`src/rtl/gerenciador_consulta_caminho_if.sv`:
```
// Signal bundle between the host, the path-search core and gerenciador_consulta_caminho.
// Node width defaults to the project-wide `ADDR_WIDTH define.
`ifndef ADDR_WIDTH
`define ADDR_WIDTH 8
`endif

interface gerenciador_consulta_caminho_if #(
    parameter int ADDR_WIDTH = `ADDR_WIDTH,
    parameter int LEN_WIDTH  = 9
);
    logic                  host_start_in;
    logic [ADDR_WIDTH-1:0] host_fonte_in;
    logic [ADDR_WIDTH-1:0] host_destino_in;
    logic                  host_busy_out;

    logic                  top_wr_fonte_out;
    logic [ADDR_WIDTH-1:0] top_addr_fonte_out;
    logic [ADDR_WIDTH-1:0] top_addr_destino_out;

    logic                  gma_pronto_in;
    logic [ADDR_WIDTH-1:0] gma_read_data_in;

    logic                  caminho_valid_out;
    logic                  caminho_ready_in;
    logic [ADDR_WIDTH-1:0] caminho_data_out;
    logic                  caminho_last_out;
    logic [LEN_WIDTH-1:0]  caminho_len_out;

    logic                  erro_overflow_out;
    logic                  erro_timeout_out;

    modport master (
        output host_start_in, host_fonte_in, host_destino_in,
        output gma_pronto_in, gma_read_data_in,
        output caminho_ready_in,
        input  host_busy_out, top_wr_fonte_out, top_addr_fonte_out, top_addr_destino_out,
        input  caminho_valid_out, caminho_data_out, caminho_last_out, caminho_len_out,
        input  erro_overflow_out, erro_timeout_out
    );

    modport slave (
        input  host_start_in, host_fonte_in, host_destino_in,
        input  gma_pronto_in, gma_read_data_in,
        input  caminho_ready_in,
        output host_busy_out, top_wr_fonte_out, top_addr_fonte_out, top_addr_destino_out,
        output caminho_valid_out, caminho_data_out, caminho_last_out, caminho_len_out,
        output erro_overflow_out, erro_timeout_out
    );
endinterface

```
`src/rtl/gerenciador_consulta_caminho.sv`:
```
// Issues a path query to the core, stacks the destination-first node stream and replays it source-first.
// Optional watchdog on the capture phase is built when CAMINHO_TIMEOUT_EN is defined.
//
// state   | meaning
// IDLE    | waiting for host_start_in
// DISPARO | one-cycle command pulse to the core
// ESPERA  | pushing nodes from the core until the source node arrives
// SAIDA   | popping nodes to the host over valid/ready
// ERRO    | overflow or timeout; flags held until the next start
`ifndef ADDR_WIDTH
`define ADDR_WIDTH 8
`endif

module gerenciador_consulta_caminho #(
    parameter int ADDR_WIDTH     = `ADDR_WIDTH,
    parameter int MAX_CAMINHO    = 256,
    parameter int TIMEOUT_CICLOS = 65535,
    parameter int LEN_WIDTH      = $clog2(MAX_CAMINHO) + 1
) (
    input  logic clk,
    input  logic rst,
    gerenciador_consulta_caminho_if.slave bus
);

    localparam int IDX_W = $clog2(MAX_CAMINHO);
    localparam logic [LEN_WIDTH-1:0] PILHA_CHEIA = LEN_WIDTH'(MAX_CAMINHO);
    localparam logic [LEN_WIDTH-1:0] UM_NO       = LEN_WIDTH'(1);

    if (MAX_CAMINHO < 2 || (MAX_CAMINHO & (MAX_CAMINHO - 1)) != 0) begin : g_chk_max
        $error("MAX_CAMINHO must be a power of two, at least 2");
    end
    if (TIMEOUT_CICLOS < 1) begin : g_chk_timeout
        $error("TIMEOUT_CICLOS must be at least 1");
    end
    if (LEN_WIDTH < IDX_W + 1) begin : g_chk_len
        $error("LEN_WIDTH too narrow to count MAX_CAMINHO nodes");
    end

    typedef enum logic [2:0] {
        IDLE,
        DISPARO,
        ESPERA,
        SAIDA,
        ERRO
    } estado_t;

    estado_t estado;
    estado_t proximo;

    logic [ADDR_WIDTH-1:0] fonte_q;
    logic [ADDR_WIDTH-1:0] destino_q;
    logic [ADDR_WIDTH-1:0] pilha [MAX_CAMINHO];
    logic [LEN_WIDTH-1:0]  sp;
    logic [LEN_WIDTH-1:0]  len_q;
    logic                  erro_ov_q;
    logic [IDX_W-1:0]      idx_topo;
    logic                  cheia;

    logic aceita_start;
    logic empilha;
    logic fim_captura;
    logic desempilha;
    logic set_ov;

`ifdef CAMINHO_TIMEOUT_EN
    localparam int TO_W = $clog2(TIMEOUT_CICLOS + 1);
    localparam logic [TO_W-1:0] TO_FIM = TO_W'(TIMEOUT_CICLOS - 1);

    logic [TO_W-1:0] to_cnt;
    logic            erro_to_q;
    logic            set_to;
`endif

    assign cheia    = (sp == PILHA_CHEIA);
    // Top of stack is sp-1; at sp == MAX_CAMINHO the low bits wrap to 0 and the subtraction lands on the last slot.
    assign idx_topo = sp[IDX_W-1:0] - 1'b1;

    always_ff @(posedge clk) begin
        if (rst) begin
            estado <= IDLE;
        end else begin
            estado <= proximo;
        end
    end

    always_comb begin
        proximo      = estado;
        aceita_start = 1'b0;
        empilha      = 1'b0;
        fim_captura  = 1'b0;
        desempilha   = 1'b0;
        set_ov       = 1'b0;
`ifdef CAMINHO_TIMEOUT_EN
        set_to       = 1'b0;
`endif
        case (estado)
            IDLE, ERRO: begin
                if (bus.host_start_in) begin
                    aceita_start = 1'b1;
                    proximo      = DISPARO;
                end
            end
            DISPARO: begin
                proximo = ESPERA;
            end
            ESPERA: begin
                if (bus.gma_pronto_in) begin
                    if (cheia) begin
                        set_ov  = 1'b1;
                        proximo = ERRO;
                    end else begin
                        empilha = 1'b1;
                        if (bus.gma_read_data_in == fonte_q) begin
                            fim_captura = 1'b1;
                            proximo     = SAIDA;
                        end
                    end
                end
`ifdef CAMINHO_TIMEOUT_EN
                else if (to_cnt == TO_FIM) begin
                    set_to  = 1'b1;
                    proximo = ERRO;
                end
`endif
            end
            SAIDA: begin
                if (bus.caminho_ready_in) begin
                    desempilha = 1'b1;
                    if (sp == UM_NO) begin
                        proximo = IDLE;
                    end
                end
            end
            default: begin
                proximo = IDLE;
            end
        endcase
    end

    always_ff @(posedge clk) begin
        if (rst) begin
            fonte_q   <= '0;
            destino_q <= '0;
            sp        <= '0;
            len_q     <= '0;
            erro_ov_q <= 1'b0;
        end else begin
            if (aceita_start) begin
                fonte_q   <= bus.host_fonte_in;
                destino_q <= bus.host_destino_in;
                sp        <= '0;
                len_q     <= '0;
                erro_ov_q <= 1'b0;
            end
            if (empilha) begin
                sp <= sp + 1'b1;
            end
            if (fim_captura) begin
                len_q <= sp + 1'b1;
            end
            if (desempilha) begin
                sp <= sp - 1'b1;
            end
            if (set_ov) begin
                erro_ov_q <= 1'b1;
            end
        end
    end

    // Stack contents survive reset; sp alone defines what is live.
    always_ff @(posedge clk) begin
        if (empilha) begin
            pilha[sp[IDX_W-1:0]] <= bus.gma_read_data_in;
        end
    end

`ifdef CAMINHO_TIMEOUT_EN
    always_ff @(posedge clk) begin
        if (rst) begin
            to_cnt    <= '0;
            erro_to_q <= 1'b0;
        end else begin
            if (estado != ESPERA || bus.gma_pronto_in) begin
                to_cnt <= '0;
            end else begin
                to_cnt <= to_cnt + 1'b1;
            end
            if (aceita_start) begin
                erro_to_q <= 1'b0;
            end
            if (set_to) begin
                erro_to_q <= 1'b1;
            end
        end
    end

    assign bus.erro_timeout_out = erro_to_q;
`else
    assign bus.erro_timeout_out = 1'b0;
`endif

    assign bus.host_busy_out        = (estado != IDLE) && (estado != ERRO);
    assign bus.top_wr_fonte_out     = (estado == DISPARO);
    assign bus.top_addr_fonte_out   = fonte_q;
    assign bus.top_addr_destino_out = destino_q;
    assign bus.caminho_valid_out    = (estado == SAIDA);
    assign bus.caminho_data_out     = (estado == SAIDA) ? pilha[idx_topo] : '0;
    assign bus.caminho_last_out     = (estado == SAIDA) && (sp == UM_NO);
    assign bus.caminho_len_out      = len_q;
    assign bus.erro_overflow_out    = erro_ov_q;

endmodule

```
`src/flat_wrapper.sv`:
```
// flat-port wrapper written by rule: the top's interface ports become plain ports
module gerenciador_consulta_caminho_flat 
#(
    parameter int ADDR_WIDTH     = `ADDR_WIDTH,
    parameter int MAX_CAMINHO    = 256,
    parameter int TIMEOUT_CICLOS = 65535,
    parameter int LEN_WIDTH      = $clog2(MAX_CAMINHO) + 1
)
  (clk, rst, bus_host_start_in, bus_host_fonte_in, bus_host_destino_in, bus_gma_pronto_in, bus_gma_read_data_in, bus_caminho_ready_in, bus_host_busy_out, bus_top_wr_fonte_out, bus_top_addr_fonte_out, bus_top_addr_destino_out, bus_caminho_valid_out, bus_caminho_data_out, bus_caminho_last_out, bus_caminho_len_out, bus_erro_overflow_out, bus_erro_timeout_out);
  gerenciador_consulta_caminho_if #(.ADDR_WIDTH(ADDR_WIDTH), .LEN_WIDTH(LEN_WIDTH)) bus_i ();
  input  logic clk;
  input  logic rst;
  input wire logic [$bits(bus_i.host_start_in)-1:0] bus_host_start_in;
  input wire logic [$bits(bus_i.host_fonte_in)-1:0] bus_host_fonte_in;
  input wire logic [$bits(bus_i.host_destino_in)-1:0] bus_host_destino_in;
  input wire logic [$bits(bus_i.gma_pronto_in)-1:0] bus_gma_pronto_in;
  input wire logic [$bits(bus_i.gma_read_data_in)-1:0] bus_gma_read_data_in;
  input wire logic [$bits(bus_i.caminho_ready_in)-1:0] bus_caminho_ready_in;
  output wire logic [$bits(bus_i.host_busy_out)-1:0] bus_host_busy_out;
  output wire logic [$bits(bus_i.top_wr_fonte_out)-1:0] bus_top_wr_fonte_out;
  output wire logic [$bits(bus_i.top_addr_fonte_out)-1:0] bus_top_addr_fonte_out;
  output wire logic [$bits(bus_i.top_addr_destino_out)-1:0] bus_top_addr_destino_out;
  output wire logic [$bits(bus_i.caminho_valid_out)-1:0] bus_caminho_valid_out;
  output wire logic [$bits(bus_i.caminho_data_out)-1:0] bus_caminho_data_out;
  output wire logic [$bits(bus_i.caminho_last_out)-1:0] bus_caminho_last_out;
  output wire logic [$bits(bus_i.caminho_len_out)-1:0] bus_caminho_len_out;
  output wire logic [$bits(bus_i.erro_overflow_out)-1:0] bus_erro_overflow_out;
  output wire logic [$bits(bus_i.erro_timeout_out)-1:0] bus_erro_timeout_out;
  assign bus_i.host_start_in = bus_host_start_in;
  assign bus_i.host_fonte_in = bus_host_fonte_in;
  assign bus_i.host_destino_in = bus_host_destino_in;
  assign bus_i.gma_pronto_in = bus_gma_pronto_in;
  assign bus_i.gma_read_data_in = bus_gma_read_data_in;
  assign bus_i.caminho_ready_in = bus_caminho_ready_in;
  assign bus_host_busy_out = bus_i.host_busy_out;
  assign bus_top_wr_fonte_out = bus_i.top_wr_fonte_out;
  assign bus_top_addr_fonte_out = bus_i.top_addr_fonte_out;
  assign bus_top_addr_destino_out = bus_i.top_addr_destino_out;
  assign bus_caminho_valid_out = bus_i.caminho_valid_out;
  assign bus_caminho_data_out = bus_i.caminho_data_out;
  assign bus_caminho_last_out = bus_i.caminho_last_out;
  assign bus_caminho_len_out = bus_i.caminho_len_out;
  assign bus_erro_overflow_out = bus_i.erro_overflow_out;
  assign bus_erro_timeout_out = bus_i.erro_timeout_out;
  gerenciador_consulta_caminho #(.ADDR_WIDTH(ADDR_WIDTH), .MAX_CAMINHO(MAX_CAMINHO), .TIMEOUT_CICLOS(TIMEOUT_CICLOS), .LEN_WIDTH(LEN_WIDTH)) u_core (.clk(clk), .rst(rst), .bus(bus_i));
endmodule
```
`config.mk`:
```
export PLATFORM = sky130hd
export DESIGN_NAME = gerenciador_consulta_caminho_flat
export DESIGN_NICKNAME = d
export VERILOG_FILES = /design/src/rtl/gerenciador_consulta_caminho_if.sv /design/src/rtl/gerenciador_consulta_caminho.sv /design/src/flat_wrapper.sv
export SDC_FILE = /design/constraint.sdc
export NUM_CORES = 2
export LEC_CHECK = 0
export CORE_MARGIN = 4
export CORE_UTILIZATION = 41
export CTS_BUF_LIST = sky130_fd_sc_hd__clkbuf_8
export DETAILED_ROUTE_END_ITERATION = 10
export DONT_BUFFER_PORTS = 1
export GPL_TIMING_DRIVEN = 0
export PLACE_DENSITY = 0.54
export SLEW_MARGIN = 20
export SYNTH_ARGS = -nofsm -noshare
export SYNTH_HDL_FRONTEND = slang
export SYNTH_SLANG_ARGS = --single-unit
```
`constraint.sdc`:
```
create_clock -name clk -period 8.78 [get_ports clk]
set_clock_uncertainty 0.15 [all_clocks]
set_input_delay 1.317 -clock clk [delete_from_list [all_inputs] [get_ports clk]]
set_output_delay 1.317 -clock clk [all_outputs]
set_load 0.03 [all_outputs]
```
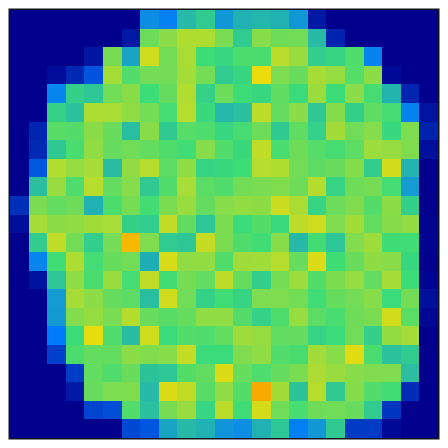
**Above:** cell density map.
23 x 23 tiles, from dark blue (low) to red (high), 0 to 100% covered.
The mean over all tiles is 43%. The fullest tile reaches 81%. 0.40% of the tiles are over 75% full. 16% of the tiles are nearly empty.

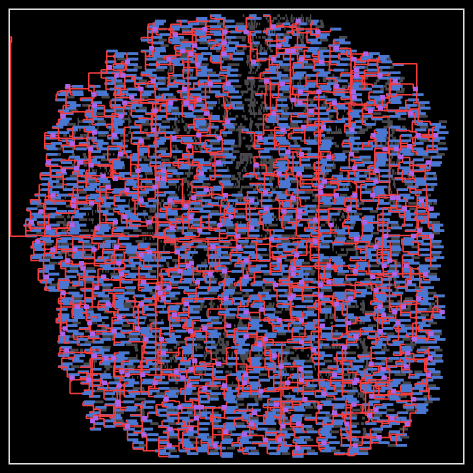
**Above:** routed clock nets over the placement.
Drawn at 1 px/um.
Purple is clock drivers, count 357. Blue is flip-flops, count 2086. Red is clock wires, length 27.3 mm.
There are 358 routed clock nets.
Latency at later pin: 1.04 ns
Power Clock: 7830 uW
part of the power in the clock network: 29.6%

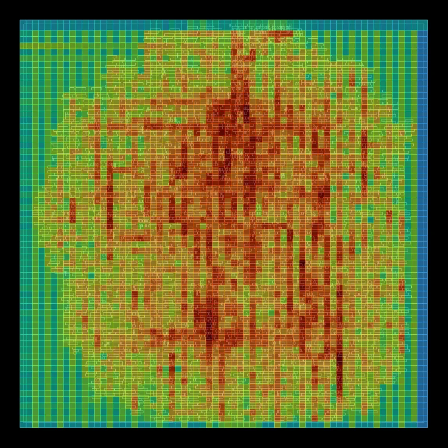
**Above:** track usage over the die.
met2 GRT Util: 37.0%
GRT Overall Usage: 24.9%
drt wl/cell: 35.4 um

==> qor_table.md <==
| Item | Value |
|---|---|
| Sequential cell area share | 68.3% |
| Largest cell class | flip-flops and latches |
| Share of post-route cells with drive strength above 1 | 23.2% |
| Top cells by count, synth | sky130_fd_sc_hd__edfxtp_1, sky130_fd_sc_hd__mux4_2, sky130_fd_sc_hd__nor2_1 |
| # DRC | 0 |
| Multi-input gate area in the final layout | 17900 um^2 |
| Vias in the first global route | 43500 |
| Width of the die | 453 um |
| Cell count along the critical path | 14 |
| Number of nets still failing antenna checks after routing | 0 |
| Post-route insts no fill | 7275 |
| Library cell with the highest instance count after synthesis | sky130_fd_sc_hd__edfxtp_1 |
| Number of distinct library cells after synthesis | 73 |
| Simple-gate share of the synthesized area | 3.40% |
| Area leader share | 75.7% |
| R2R Path Start | u_core.sp[0]$_SDFFE_PP0P_ |
| Number of max-cap violations | 0 |
| Violated checks | negative setup slack |
| Total Negative Setup Slacks | -0.106 ns |
| Post-synth EDFFs | 2048 |
| Number of endpoints with negative hold slack in the final report | 0 |
| Met3 Use GR | 6.59% |
| Register share of total power | 41.7% |
| Post-cts hold buffer count | 0 |
| Min-delay worst type | input pin to register |
| Synth warn | 0 |
| Setup slack at placement | -0.544 ns |
| Comb gates | 1666 |
| Registers, synthesis | 2086 |
| Xor/xnor share of the synthesized area | 0.225% |
| Total standard cell area after synthesis | 81200 um^2 |
| Antenna diode instance count | 7 |
| Launch point of the critical path | u_core.sp[0]$_SDFFE_PP0P_ |
| Switching power | 9080 uW |
| Sequential standard cell area | 62300 um^2 |
| Number of well-tap cells placed | 2640 |
| CTS tree | done |
| Number of cell instances on the worst register-to-register path | 11 |
| H-tree levels | 5 |
| Buffer depth of the longest clock path | 4 |
| Number of OpenROAD warnings | 55 |
| Die H | 453 um |
| Filler cell count in the final layout | 16800 |
| Combinational cell fraction of total power | 28.8% |
| Number of nets in the synthesized netlist | 4046 |
| Setup-violating endpoint count in the final report | 3 |
| Sequential cell count | 2086 |
| Sw Ratio | 34.3% |
| Final instance area | 91100 um^2 |
| Max Fclk | 0.113 GHz |
| Most heavily used metal layer in global routing | met2 |
| Core area | 197000 um^2 |
| Destination of the critical timing path | bus_caminho_data_out[1] |
| Chip area estimate from yosys synthesis | 81200 um^2 |
| Seq group | 11000 uW |
| Clock slew at reported path FFs | 0.07 ns |
| Sinks on the clock net | 2086 |
| Total half-perimeter wirelength after legalization and detailed placement | 165 mm |
| Final Net Count | 4418 |
| Final-layout clock-cell area share | 6.67% |
| Routability-driven placement congestion ratio | 0.923 |
| Pleak | 0.0281 uW |
| Detail Route met3 WL | 26.2 mm |
| Worst path slowest cell | sky130_fd_sc_hd__clkdlybuf4s15_1 |
| Worst Setup End Kind | primary output |
| Logic share of the area | 19.7% |
| Maximum number of pins on one net before global-route repair | 258 |
| Worst slew margin relative to its limit | 19.4% |
| Cell count listed in synth_stat.txt | 4012 |
| Area growth from synthesis to final layout | 12.2% |
| Run status | complete, but fails checks |
| Number of cells in the design after placement | 6666 |
| MUX area fraction | 14.5% |
| Via density per instance | 6.00 |
| Number of buffers and inverters on the critical path | 6 |
| Wire length after detailed routing | 258 mm |
| Internal Dissipation | 17400 uW |
| Sequential cell area fraction in the yosys report | 76.7% |
| Worst stage delay on the critical path | 0.81 ns |
| Worst setup slack for register-to-register paths | 2.31 ns |
| Max Slew Vio Count | 0 |
| Fraction of synthesis flops using an asynchronous set or reset pin | 0% |
| Util after Layout | 46.2% |
| Dominant comb cell | multiplexers |
| Fraction of the mapped netlist area in compound gates | 3.71% |
| Ordered list of cells on the worst path | buf_6 -> clkinv_2 -> clkbuf_1 -> ha_1 -> buf_2 -> buf_4 -> clkdlybuf4s15_1 -> mux2i_1 -> nand3_1 -> o211ai_1 -> o221ai_1 -> nand4_1 -> and4_1 -> o21ai_2 |
| Ratio of final minimum period to clock period | 101% |
| Total Power | 26400 uW |
| Non-clock inverter count in the final layout | 7 |
| Data arrival time at the worst-slack endpoint | 7.39 ns |
| Leading cell types in the layout, fill and taps excluded | sky130_fd_sc_hd__edfxtp_1, sky130_fd_sc_hd__mux4_2, sky130_fd_sc_hd__clkbuf_8 |
| Post-Syn Area per Cell | 20.2 um^2 |
| Number of core rows | 163 |
| Global-route met1 utilization | 34.7% |
| Cell family with the largest share of critical-path delay | buffers and inverters |
| Number of DRC markers after the initial detailed-route iteration | 6114 |
| Biggest power consumer among the groups | sequential cells |
| Share of synthesized cell area in full adder, half adder and majority cells | 0.0770% |
| Number of flip-flops in the largest register | 2048 |
| DP Area | 84900 um^2 |
| Die Outline Area | 205000 um^2 |
| Peak supply drop | 0.171 mV |
| Smallest setup slack after layout | -0.0746 ns |
| Number of buffers created by CTS | 357 |
| Beginning of the worst hold path | bus_gma_read_data_in[2] |
| WL met2 | 116 mm |
| Power drawn by the combinational cells | 7610 uW |
| Top fanout value on the critical path | 18 |
| Core Util at FP | 41.2% |
| Topmost layer with routed signal wires | met4 |
| Post-CTS setup buffers | 0 |
| Post-cts sizing count | 30 |
| Power density over the cells | 290 nW/um^2 |
| Post-Route Hold Slack | 0.230 ns |
| Total congestion overflow after global routing | 0 |
| Initial antenna violation count | 16 |
| Cell type with the largest total area | sky130_fd_sc_hd__edfxtp_1 |
| Biggest area cells | sky130_fd_sc_hd__edfxtp_1, sky130_fd_sc_hd__mux4_2, sky130_fd_sc_hd__nor2_1, sky130_fd_sc_hd__mux2i_1, sky130_fd_sc_hd__a22o_1 |
| Worst Setup Start Kind | register |
| Global-route wire length before repair | 352 mm |
| Actual transition at the worst max-transition pin | 1.21 ns |
| Crit Path Class | register to primary output |
| Number of cells traversed by the worst hold path | 0 |
| Total of clock buffers placed in the layout | 361 |
| Endpoint of the worst hold-timing path | u_core.pilha[207][2]$_DFFE_PP_ |
| Number of vias in the routed layout | 43700 |
| Most frequently placed logic cell in the final layout | sky130_fd_sc_hd__edfxtp_1 |
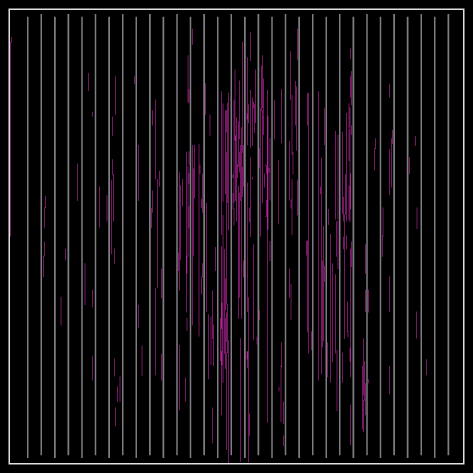
**Above:** M4 wires.
Drawn at 1 px/um. Supply wires on this layer in gray.
The layer holds 4.7% of the routed length. 157 nets have wire on it. The longest straight run is 333 um.

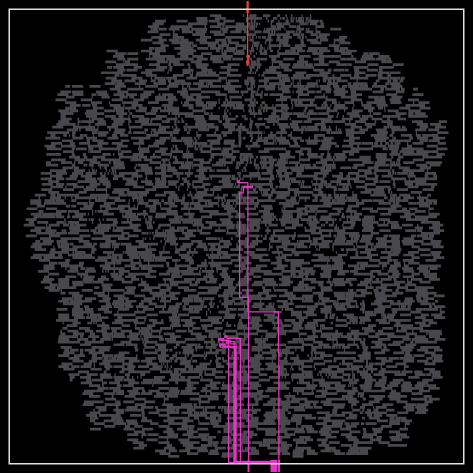
**Above:** wires at chosen ports, followed through buffers.
Drawn at 1 px/um.
Magenta is bus_caminho_data_out, bits 8, direction output, edge bottom, end cells 8, buffers 0, wire 1640 um. Red is bus_caminho_ready_in, bits 1, direction input, edge top, end cells 3, buffers 0, wire 58.0 um.
I/O pins: 68
input/output buffers: 0

Power figures rest on the tool's default switching activity, not on a simulated workload.
